`config.mk`:
```
export PLATFORM = sky130hd
export DESIGN_NAME = handshake_master
export DESIGN_NICKNAME = d
export VERILOG_FILES = /design/src/rtl/handshake_master.sv
export SDC_FILE = /design/constraint.sdc
export NUM_CORES = 1
export LEC_CHECK = 0
export CORE_UTILIZATION = 60
export CTS_BUF_LIST = sky130_fd_sc_hd__clkbuf_8
export DETAILED_ROUTE_END_ITERATION = 10
export PLACE_DENSITY = 0.9
export REMOVE_ABC_BUFFERS = 1
export SLEW_MARGIN = 20
export SYNTH_ARGS = -nofsm -noshare
export SYNTH_HDL_FRONTEND = slang
export SYNTH_SLANG_ARGS = --single-unit
export TNS_END_PERCENT = 20
```
`constraint.sdc`:
```
create_clock -name clk -period 7.55 [get_ports clk]
set_input_delay 1.51 -clock clk [delete_from_list [all_inputs] [get_ports clk]]
set_output_delay 1.51 -clock clk [all_outputs]
set_load 0.01 [all_outputs]
```
`src/rtl/handshake_master.sv`:
```
// FIFO-buffered valid/ready source: words from a local producer are queued and
// presented one at a time, held stable until accepted. Optional build macro:
// HS_MASTER_PATTERN_GEN_EN replaces in_data with an internal incrementing pattern.
module handshake_master #(
   parameter int DATA_W = 8,
   parameter int DEPTH  = 8,
   parameter int ADDR_W = 3
) (
   input  logic              clk,
   input  logic              rst,
   input  logic              in_valid,
   input  logic [DATA_W-1:0] in_data,
   output logic              in_ready,
   output logic              M_valid,
   output logic [DATA_W-1:0] M_data,
   input  logic              M_ready,
   output logic [ADDR_W:0]   fifo_count,
   output logic [15:0]       tx_count
);

   // state  | meaning
   // S_IDLE | output register empty, M_valid low
   // S_SEND | output register holds a word, M_valid high until accepted
   typedef enum logic {S_IDLE, S_SEND} state_t;

   localparam logic [ADDR_W:0] FULL_CNT = (ADDR_W+1)'(DEPTH);

   state_t             state, state_next;
   logic [DATA_W-1:0]  mem [DEPTH];
   logic [ADDR_W-1:0]  wr_ptr, rd_ptr;
   logic [DATA_W-1:0]  wr_data;
   logic               push, pop, xfer;

   assign in_ready = (fifo_count != FULL_CNT);
   assign push     = in_valid && in_ready;
   assign xfer     = M_valid && M_ready;

`ifdef HS_MASTER_PATTERN_GEN_EN
   logic [DATA_W-1:0] pat_cnt;

   always_ff @(posedge clk) begin
      if (rst)
         pat_cnt <= '0;
      else if (push)
         pat_cnt <= pat_cnt + 1'b1;
   end

   assign wr_data = pat_cnt;
`else
   assign wr_data = in_data;
`endif

   always_ff @(posedge clk) begin
      if (rst)
         state <= S_IDLE;
      else
         state <= state_next;
   end

   // The pop decision sees only the registered count, so a same-cycle write never bypasses.
   always_comb begin
      state_next = state;
      pop        = 1'b0;
      case (state)
         S_IDLE: begin
            if (fifo_count != '0) begin
               pop        = 1'b1;
               state_next = S_SEND;
            end
         end
         S_SEND: begin
            if (M_ready) begin
               if (fifo_count != '0)
                  pop = 1'b1;
               else
                  state_next = S_IDLE;
            end
         end
         default: state_next = S_IDLE;
      endcase
   end

   always_comb begin
      M_valid = (state == S_SEND);
   end

   always_ff @(posedge clk) begin
      if (push)
         mem[wr_ptr] <= wr_data;
   end

   always_ff @(posedge clk) begin
      if (rst) begin
         wr_ptr     <= '0;
         rd_ptr     <= '0;
         fifo_count <= '0;
         M_data     <= '0;
         tx_count   <= '0;
      end else begin
         if (push)
            wr_ptr <= wr_ptr + 1'b1;
         if (pop) begin
            rd_ptr <= rd_ptr + 1'b1;
            M_data <= mem[rd_ptr];
         end
         case ({push, pop})
            2'b10:   fifo_count <= fifo_count + 1'b1;
            2'b01:   fifo_count <= fifo_count - 1'b1;
            default: fifo_count <= fifo_count;
         endcase
         if (xfer)
            tx_count <= tx_count + 1'b1;
      end
   end

endmodule

```
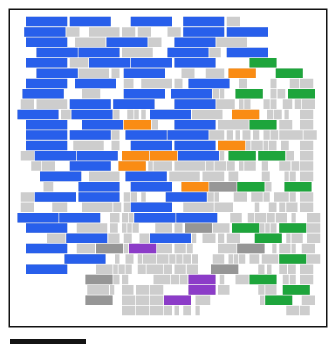
(register map, names as in the netlist)
The bar under the picture is 20 um long. Other sequential cells in the stronger gray, the rest of the logic in the fainter gray.
| color | name in the netlist | flops |
|---|---|---|
| blue | mem | 64 |
| purple | fifo_count | 4 |
| orange | M_data | 8 |
| green | tx_count | 16 |
sequential cell area share: 56.3%
Final Util: 73.4%
sequential power: 699 uW

==> changes_impl.md <==
### Changed

* Clock sink count at 99
* Crit path max fanout at 12
* Post-synth design cell area at roughly 4000 um2
* MUX share of area at under 10%
* HP Start: tx_count[15]$_SDFFE_PP0P_
* Avg Cell Area, Syn at 14.4 um2
* Clk buf depth at 2
* Register share after synthesis at 66.1%
* Fillers at 384
* Logic family by area: simple AND/OR/NAND/NOR gates
* CP endpoint kind: register
* Hold path cells at 2
* Clock transition at the registers of the reported paths at ~0.11 ns
* Synth Register Bits at about 100
* Adder Area Share at 1.89%
* DRC viols at 0
* Status: completed
* CTS tree: done
* Slew @ Worst Pin at roughly 1 ns
* Post-synth top cells: edfxtp_1 (64), dfxtp_1 (35), nor2_1 (27)
* CP startpoint kind: input pin
* Count leader, synth: edfxtp_1
* Ratio of cells with drive above 1 in the final layout at between 10 and 15%
* I/O Buffers at 41
* WP data arrival at between 3 and 4 ns
* Compound-gate portion of the synthesized area at under 10%
* Area of the core at between 6000 and 7000 um2
* Dominant cell area share at roughly 48%
* Vias/cell at approximately 6.0
* ANT nets after route at 0
* Starting Density at between 60% and 70%
* EDFF count, synth at 64
* Xor/xnor share at under 10%
* Total Nets Final at 340
* Max VDD drop at 277 uV
* Cycle use final at a little under half
* Synth area leader: edfxtp_1
* P&R area growth vs syn at 17.5%
* Vias in the first global route at 2,517
* Global-route wire length before repair at 12,200 um
* Fmax at ~280 MHz
* DRT iter0 DRCs at approximately 150
* Die width at approximately 83 um
* DRT Pass-1 Iters at 4
* Mapped Cells at roughly 280
* Relative slew slack at 32.7%
* Final Hold Vio Count at 0
* Yosys chip area at 3970 um2
* Io pins at ~42
* Worst min path class: register to register
* Min Tclk post-route at approximately 3.6 ns
* Hold EP: tx_count[15]$_SDFFE_PP0P_
* Final Wtd Congestion at roughly 0.75
* Tool warnings at 27
* Clk latency late pin at around 0.38 ns
* Hold buffer count at cts at 0
* Inserted Clock Buffers at 9
* Simple Share, Synth at 12.5%
* Crit Path Class: input pin to register
* Cts repair resizes at 0
* Distinct cell type count after synthesis at ~41
* Critical R2R Capture: fifo_count[3]$_SDFFE_PP0P_
* LEAKAGE at 0.00155 uW
* WL final at 7500 um
* Antenna Cells at 0
* H-tree depth at 3
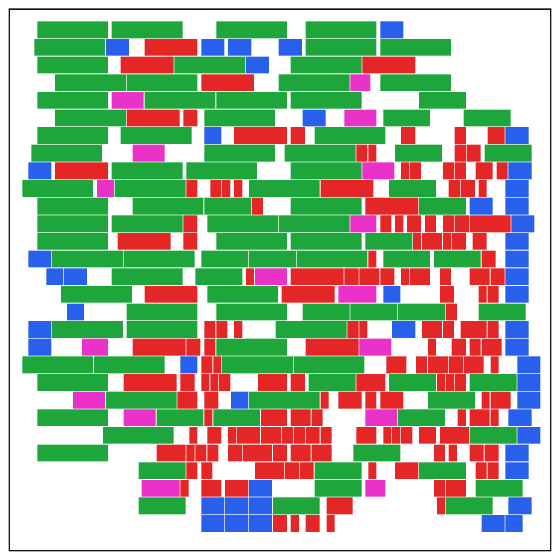
(placed cells, one color a class)
| color | class | cells |
|---|---|---|
| red | all other logic | 164 |
| magenta | clock drivers and dummy loads | 16 |
| blue | other buffers and delay cells | 48 |
| green | flip-flops | 99 |

==> placed cells by master (no fill, tap or decap), types with 6 or more instances in the layout <==
cell type        instances
a21oi_1                 13
buf_4                    7
clkbuf_8                 9
clkdlybuf4s50_1         41
dfxtp_1                 35
edfxtp_1                64
ha_1                     6
mux4_2                  16
nand2_1                  8
nand3_1                 10
nor2_1                  27
nor3_1                  12
o21ai_0                  6
o22ai_1                  8
or3_1                    8
xor2_1                  13
==> per-stage QoR <==
| stage | instances | worst slack, ns | hold slack (ns) | power [uW] | utilization (%) |
|---|---|---|---|---|---|
| 2_1_floorplan | 263 | 4.25 | 0.490 | 1010 | - |
| 3_5_place_dp | 388 | 3.58 | 0.473 | 1180 | 70.2 |
| 5_1_grt | 404 | 3.83 | 0.526 | 1580 | 73.4 |
| 4_1_cts | 404 | 3.97 | 0.487 | 1510 | 73.4 |
| 3_3_place_gp | 388 | 3.66 | 0.463 | 1160 | 70.2 |
| 6_report | 404 | 3.94 | 0.485 | 1510 | 73.4 |
==> registers in the layout, indices dropped and copies added (netlist names) <==
name	cells
tx_count	16
rd_ptr	3
M_valid	1
fifo_count	4
mem	64
M_data	8
wr_ptr	3
==> area by class of cell <==
cell class	count	area (um2)	area share (%)
clock buffer	9	124	2.66
clock inverter	7	80.1	1.72
inverter	2	7.51	0.161
multi-input combinational	162	1270	27.2
sequential	99	2620	56.3
tap	77	96.3	2.07
timing repair buffer	48	463	9.93
==> worst max-delay path, stage by stage <==
cell,delay (ns)
clkdlybuf4s50_1,0.48
or2b_1,0.33
and2_4,0.25
ha_1,0.37
or3_1,0.39
o32ai_1,0.16
mux2_1,0.37
==> layer usage <==
metal  vias up  GRT usage [%]  share of wire (%)
met5         -              0                  0
met3        14           4.17                5.1
met2        96           38.7                 52
met4         0           14.7                2.6
met1      1189           28.9                 40
li1       1141              -                  -
==> worst max-delay path by stage <==
stage,start,slack [ns],to
2_1_floorplan,M_ready,4.25,fifo_count[3]$_SDFFE_PP0P_
3_3_place_gp,M_ready,3.66,fifo_count[3]$_SDFFE_PP0P_
3_5_place_dp,M_ready,3.58,fifo_count[3]$_SDFFE_PP0P_
4_1_cts,M_ready,3.97,fifo_count[3]$_SDFFE_PP0P_
5_1_grt,M_ready,3.83,fifo_count[2]$_SDFFE_PP0P_
6_report,M_ready,3.94,fifo_count[3]$_SDFFE_PP0P_
==> power breakdown <==
group	internal, uW	total [uW]	switching [uW]	leakage [uW]
clock network	132	336	204	0.0000994
registers	638	699	60.7	0.000867
logic	241	474	233	0.000582
total	1010	1510	497	0.00155
==> logic make-up (layout without fill, tap and decap cells) <==
logic type	Yosys count	in the layout
AND-OR/OR-AND	31	31
XOR/XNOR	15	15
adder cells (fa/ha/maj)	6	6
buffers and inverters	14	66
flip-flops	99	99
multiplexers	19	19
AND/OR/NAND/NOR	91	91
Power and IR drop assume default switching activity.
